Run 1, ports around the boundary:
Bar = 100 um. Pins as bars across the die edge, other pins in gray.
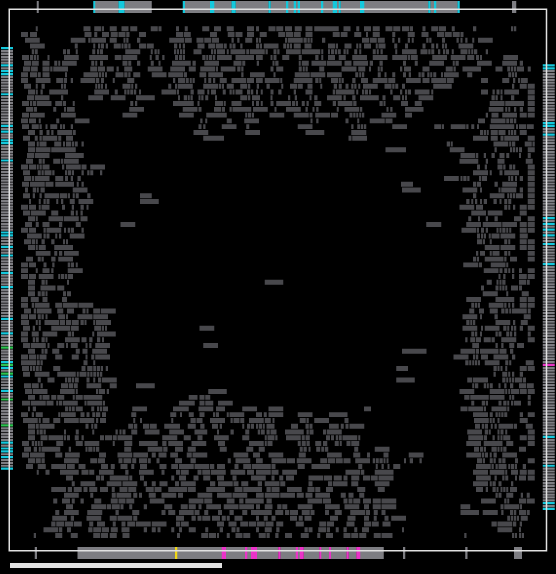
Run 1, M1 wires:
Bar = 100 um.
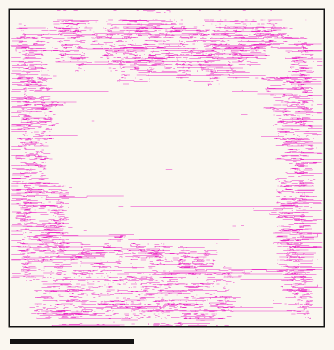
Run 1, zoomed window:
Bar = 20 um. Window x 102 to 152, y 154 to 204 um. Cells in gray, sequential cells in the stronger gray; small squares are vias.
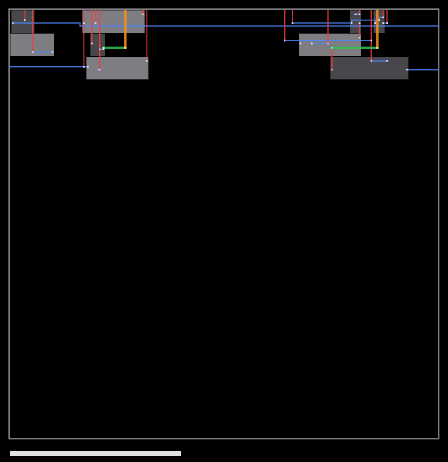
Run 1, clock routing:
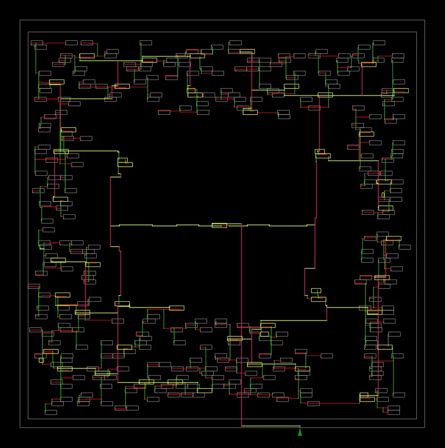
### src/rtl/datapath_controller.sv
// Sequences one add/subtract: load two operands from data memory into register
// file entries 0 and 1, run them through the external adder, then store the result.
module datapath_controller #(
  parameter int WORDSIZE = 64,
  parameter int SIZE     = 32
) (
  input  logic                    clk,
  input  logic                    reset,
  input  logic                    start,
  input  logic                    op,
  input  logic [$clog2(SIZE)-1:0] src_a_addr,
  input  logic [$clog2(SIZE)-1:0] src_b_addr,
  input  logic [$clog2(SIZE)-1:0] dst_addr,
  output logic                    ready,
  output logic                    done,
  output logic [WORDSIZE-1:0]     result,
  output logic                    overflow,
  output logic [15:0]             op_count,
  output logic [$clog2(SIZE)-1:0] dm_addr,
  output logic [WORDSIZE-1:0]     dm_data_input,
  output logic                    dm_write_enable,
  output logic                    dm_read,
  input  logic [WORDSIZE-1:0]     dm_data_output,
  output logic                    rf_write_en,
  output logic [$clog2(SIZE)-1:0] rf_write_addr,
  output logic [WORDSIZE-1:0]     rf_write_data,
  output logic [$clog2(SIZE)-1:0] rf_addr_a,
  output logic [$clog2(SIZE)-1:0] rf_addr_b,
  input  logic [WORDSIZE-1:0]     rf_data_a,
  input  logic [WORDSIZE-1:0]     rf_data_b,
  output logic [WORDSIZE-1:0]     factor_a,
  output logic [WORDSIZE-1:0]     factor_b,
  output logic                    operation,
  input  logic [WORDSIZE-1:0]     adder_result,
  output logic [2:0]              state_dbg
);

  localparam int AW = $clog2(SIZE);

  typedef enum logic [2:0] {
    S_IDLE, S_RD_A, S_WR_A, S_RD_B, S_WR_B, S_EXEC, S_STORE, S_DONE
  } state_t;

  state_t              state;
  logic                op_q;
  logic [AW-1:0]       src_a_q, src_b_q, dst_q;
  logic [WORDSIZE-1:0] rf_wdata_q, fa_q, fb_q;
  logic                b_sign_adj, ovf_next;

  assign state_dbg = state;

  // Memory read data and register-file read data only arrive during the cycle
  // they are used, so those outputs pass through live and hold afterwards.
  always_comb begin
    rf_write_data = rf_wdata_q;
    factor_a      = fa_q;
    factor_b      = fb_q;
    if (state == S_WR_A || state == S_WR_B) rf_write_data = dm_data_output;
    if (state == S_EXEC) begin
      factor_a = rf_data_a;
      factor_b = rf_data_b;
    end
  end

  // Subtraction flips the effective sign of b before the same-sign test.
  assign b_sign_adj = rf_data_b[WORDSIZE-1] ^ operation;
  assign ovf_next   = (rf_data_a[WORDSIZE-1] == b_sign_adj) &&
                      (adder_result[WORDSIZE-1] != rf_data_a[WORDSIZE-1]);

  always_ff @(posedge clk) begin
    if (reset) begin
      state           <= S_IDLE;
      op_q            <= 1'b0;
      src_a_q         <= '0;
      src_b_q         <= '0;
      dst_q           <= '0;
      rf_wdata_q      <= '0;
      fa_q            <= '0;
      fb_q            <= '0;
      ready           <= 1'b1;
      done            <= 1'b0;
      result          <= '0;
      overflow        <= 1'b0;
      op_count        <= '0;
      dm_addr         <= '0;
      dm_data_input   <= '0;
      dm_write_enable <= 1'b0;
      dm_read         <= 1'b0;
      rf_write_en     <= 1'b0;
      rf_write_addr   <= '0;
      rf_addr_a       <= '0;
      rf_addr_b       <= '0;
      operation       <= 1'b0;
    end else begin
      dm_read         <= 1'b0;
      dm_write_enable <= 1'b0;
      rf_write_en     <= 1'b0;
      done            <= 1'b0;
      case (state)
        S_IDLE: if (start) begin
          op_q    <= op;
          src_a_q <= src_a_addr;
          src_b_q <= src_b_addr;
          dst_q   <= dst_addr;
          ready   <= 1'b0;
          dm_addr <= src_a_addr;
          dm_read <= 1'b1;
          state   <= S_RD_A;
        end
        S_RD_A: begin
          rf_write_en   <= 1'b1;
          rf_write_addr <= AW'(0);
          state         <= S_WR_A;
        end
        S_WR_A: begin
          rf_wdata_q <= dm_data_output;
          dm_addr    <= src_b_q;
          dm_read    <= 1'b1;
          state      <= S_RD_B;
        end
        S_RD_B: begin
          rf_write_en   <= 1'b1;
          rf_write_addr <= AW'(1);
          state         <= S_WR_B;
        end
        S_WR_B: begin
          rf_wdata_q <= dm_data_output;
          rf_addr_a  <= AW'(0);
          rf_addr_b  <= AW'(1);
          operation  <= op_q;
          state      <= S_EXEC;
        end
        S_EXEC: begin
          fa_q            <= rf_data_a;
          fb_q            <= rf_data_b;
          result          <= adder_result;
          overflow        <= ovf_next;
          dm_addr         <= dst_q;
          dm_data_input   <= adder_result;
          dm_write_enable <= 1'b1;
          state           <= S_STORE;
        end
        S_STORE: begin
          done  <= 1'b1;
          state <= S_DONE;
        end
        S_DONE: begin
          op_count <= op_count + 16'd1;
          ready    <= 1'b1;
          state    <= S_IDLE;
        end
        default: state <= S_IDLE;
      endcase
    end
  end

endmodule
### config.mk
export PLATFORM = sky130hd
export DESIGN_NAME = datapath_controller
export DESIGN_NICKNAME = d
export VERILOG_FILES = /design/src/rtl/datapath_controller.sv
export SDC_FILE = /design/constraint.sdc
export NUM_CORES = 1
export LEC_CHECK = 0
export CAP_MARGIN = 20
export CORE_AREA = 5 5 248 250
export CTS_CLUSTER_SIZE = 8
export DETAILED_ROUTE_END_ITERATION = 12
export DIE_AREA = 0 0 253 255
export GPL_ROUTABILITY_DRIVEN = 0
export REMOVE_ABC_BUFFERS = 1
export SLEW_MARGIN = 40
export SYNTH_ARGS = -nofsm -noshare
export SYNTH_HDL_FRONTEND = slang
export SYNTH_SLANG_ARGS = --single-unit
### constraint.sdc
create_clock -name clk -period 2.3 [get_ports clk]
set_input_delay 0.23 -clock clk [delete_from_list [all_inputs] [get_ports clk]]
set_output_delay 0.23 -clock clk [all_outputs]
set_load 0.02 [all_outputs]
==> flow_summary.toml, run 1 <==
# physical design summary
[pwr]
cellPowerDensity_mw_per_mm2 = 679
ir_drop_v = 0.000459
swShare = 0.253
combPwrFrac = 0.165
clkPwrFrac = 0.428
powerSeq_mw = 5.45
finalPower_mw = 13.4
p_seq_frac = 0.406
p_leak_nw = 8.39
powerComb_mw = 2.22

[yosys]
netlist.area_leader.share = 0.505
ys_ff = 300
yosys.stat.seqShare = 0.505
xor_share = 0.00810
synthFlopType = "dfxtp_1"
async_flop_share = 0
synth_chip_area_mm2 = 0.0119
top_logic_kind = "simple AND/OR/NAND/NOR gates"
top_cell = "nand2_1"
synth_warnings = 0
synthAoiAreaFrac = 0.103
syn_area_mm2 = 0.0119
yosys-stat-cells = 1476
mux_area_frac = 0.0624
top_cells_by_count = "554 x nand2_1, 300 x dfxtp_1, 223 x a21oi_1, 80 x buf_4, 68 x clkbuf_1"

[route]
wl_met3_um = 3800
wl_per_cell_um = 16.1
maxUsedRoutingLayer = "met5"
wl_met1_um = 17700
dr.first_iter.drc_count = 471
vias_per_cell = 4.15
dr.pass1.iters = 4
met2_length_um = 22800

[clocking]
clk_latency_ps = 560
cts_tree = "built"
cts_hold_buf = 0
htree_num_levels = 2
post_cts_buffers = 10
cts.repair.resized = 700
cts_max_path_buffers = 3

[sta]
slew_headroom = 0.571
worst_slack_ps = 33.4
max_clock_freq_mhz = 441
finalSetupTns_ps = 0
slew_viol_final = 0
rsz0062_at_grt = "true"

[worst_setup_path]
required_ps = 2070
slowest_delay_ps = 340
worst-path-buf-inv = 3
crit_start = "state_dbg[2]$_SDFFE_PP0P_"
path_max_fanout = 10
path_class = "register to output pin"
cp-end-kind = "output pin"
crit_cells = 6
r2r-end = "op_count[12]$_SDFFE_PP0P_"
critical_path.cell_chain = "xnor2_1 -> nor2_4 -> buf_6 -> buf_16 -> mux2_2 -> clkdlybuf4s15_2"
worstPathArrival_ps = 2040
start_kind = "register"
cp_slowest_cell = "mux2_2"
critical_path.endpoint = "rf_write_data[27]"

[final_layout]
comb_area_share = 0.253
seq_area_mm2 = 0.00601
fin_cells = 2848
clkCellAreaFrac = 0.0609
fin_util = 0.336
largest_cell_class = "buffers"
syn_to_final_growth_pct = 65.9
seq_area_frac = 0.304
lay_top_cells = "551 x nand2_1, 434 x clkdlybuf4s50_1, 297 x dfxtp_1"
antenna_cells = 0
fin_area_mm2 = 0.0197

[die]
num_rows = 89
fp_util = 0.202
coreArea_mm2 = 0.0588
io_pins = 641
tapCellCount = 773
dieArea_mm2 = 0.0645

[placed_design]
place_ws_ps = 179
placed_cells = 2773

[global_route]
grt_pass1_vias = 12095
groute.usage.overall = 0.130
antenna_found_initial = 1
busiest_layer = "met2"
grtUsageMet3 = 0.0430

[min_path]
min_from = "reset"
hold_path_depth = 2

[run]
warning_count = 27
cap_violations = 0

[run_status]
run_status = "finished clean"
About 'ports around the boundary':
Key: cyan = adder_result [pins 64, direction input, edge 27 left, 22 top, 15 right]; magenta = op_count [pins 16, direction output, edge 15 bottom, 1 right]; green = dst_addr [pins 5, direction input, edge left]; yellow = ready [pins 1, direction output, edge bottom]
chip height: 255 um
Die Wd: 253 um
IO buf count: 627

About 'M1 wires':
The layer holds 39% of the routed length. The layer carries 17700 um of wire. The wires run mostly horizontal. 2107 nets have wire on it. The longest straight run is 123 um.
met1 usage: 0.144
Vias: 11813
WL final: 45800 um

About 'zoomed window':
Key: blue = met1; red = met2; orange = met4; green = met3
Sequential cells in the window: 4. Netlist names of flops here include fa_q (4). Most frequent: dfxtp_1 (4). 9 logic cells have their middle in the window.

About 'clock routing':
flip-flops: 300
clock group power: 5.74 mW
clkbuf count: 48
Clock Skew: 15.0 ps
Sink Count: 300

==> inputs of run 2 (changes only) <==
- CORE_AREA: 5 5 248 250 -> 2 2 253 255
- DIE_AREA: 0 0 253 255 -> 0 0 255 257
==> run 2 against run 1 <==
Against the previous run:
- final area up 7.4%
- hold slack better by 13 ps
- maximum frequency down 3.3%
- the run now ends with setup timing left
- critical endpoint is now rf_write_data[44]
- critical path depth up 1
==> flow_summary.toml, run 2 <==
# physical design summary
[pwr]
pg_clk_mw = 5.72
combPwrFrac = 0.195
p_seq_frac = 0.393
finalPower_mw = 13.9
ir_drop_v = 0.000401
p_leak_nw = 8.76
clkPwrFrac = 0.412
swShare = 0.256
cellPowerDensity_mw_per_mm2 = 655
powerComb_mw = 2.71

[sta]
rsz0062_at_grt = "true"
max_clock_freq_mhz = 427
slew_headroom = 0.583
finalSetupTns_ps = -805
worst_slack_ps = -43.6
setup_violations = 32

[die]
fp.dieH_um = 257
fp_util = 0.190
io_pins = 641
dieArea_mm2 = 0.0655
coreArea_mm2 = 0.0627

[route]
met2_length_um = 23700
wl_met1_um = 19600
wl_per_cell_um = 16.4
vias = 11854
wl_met3_um = 3320
vias_per_cell = 4.02
dr.first_iter.drc_count = 545

[yosys]
top_logic_kind = "simple AND/OR/NAND/NOR gates"
syn_area_mm2 = 0.0119
yosys-stat-cells = 1476
synthFlopType = "dfxtp_1"
xor_share = 0.00810
async_flop_share = 0
top_cell = "nand2_1"
yosys.stat.seqShare = 0.505
netlist.area_leader.share = 0.505
mux_area_frac = 0.0624
synthAoiAreaFrac = 0.103

[worst_setup_path]
cp_slowest_cell = "dfxtp_4"
critical_path.endpoint = "rf_write_data[44]"
worst-path-buf-inv = 4
worstPathArrival_ps = 2110
crit_cells = 7
critical_path.cell_chain = "xnor2_4 -> nor2_4 -> buf_12 -> buf_12 -> clkbuf_16 -> mux2_4 -> buf_6"
r2r-end = "op_count[14]$_SDFFE_PP0P_"
crit_start = "state_dbg[1]$_SDFFE_PP0P_"
path_class = "register to output pin"

[global_route]
use_met1 = 0.154
grtUsageMet3 = 0.0340
grt_pass1_vias = 11568

[clocking]
cts_tree = "built"
htree_num_levels = 2
cts_sinks = 300
cts_max_path_buffers = 3
clk_latency_ps = 570

[run_status]
violations = "setup timing"
run_status = "complete, but fails checks"

[min_path]
min_from = "reset"
hold_path_depth = 2

[final_layout]
ff_count = 300
fin_cells = 2946
syn_to_final_growth_pct = 78.3
comb_area_share = 0.256
seq_area_frac = 0.284
clockBufferCount = 49
fin_area_mm2 = 0.0212
lay_top_cells = "480 x nand2_1, 434 x clkdlybuf4s50_1, 297 x dfxtp_1"

[placed_design]
place_ws_ps = 49.2
io_buffers = 627
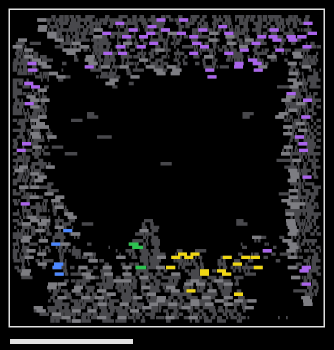
Run 2: sequential cells grouped by signal name
Bar = 100 um. Other sequential cells in the stronger gray, the rest of the logic in the fainter gray.
Key: green = state_dbg [sequential cells 3]; yellow = op_count [sequential cells 16]; blue = src_b_q [sequential cells 5, where lower left]; purple = dm_data_input [sequential cells 64]
Another 212 sequential cells are not colored.
Sequential Area: 0.00601 mm^2
sequential power: 5.46 mW
Final Util: 0.338

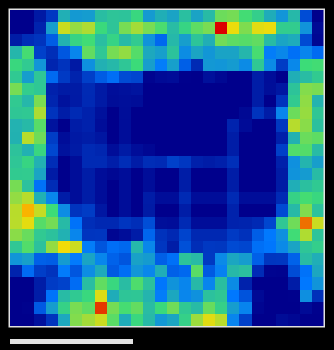
Run 2: wiring heat map
Bar = 100 um. The die is cut into 26 by 26 equal tiles; dark blue is low, red is high, scaled to the fullest tile. Values are wire area over tile area, all layers added.
The mean over all tiles is 0.12. 21% of the tiles are nearly empty. The fullest tile reaches 0.52. 13% of the tiles are over half the peak. The emptiest ninth of the die: center.
All-Layer GR Usage: 0.133
WL final: 48200 um

Power figures rest on the tool's default switching activity, not on a simulated workload.
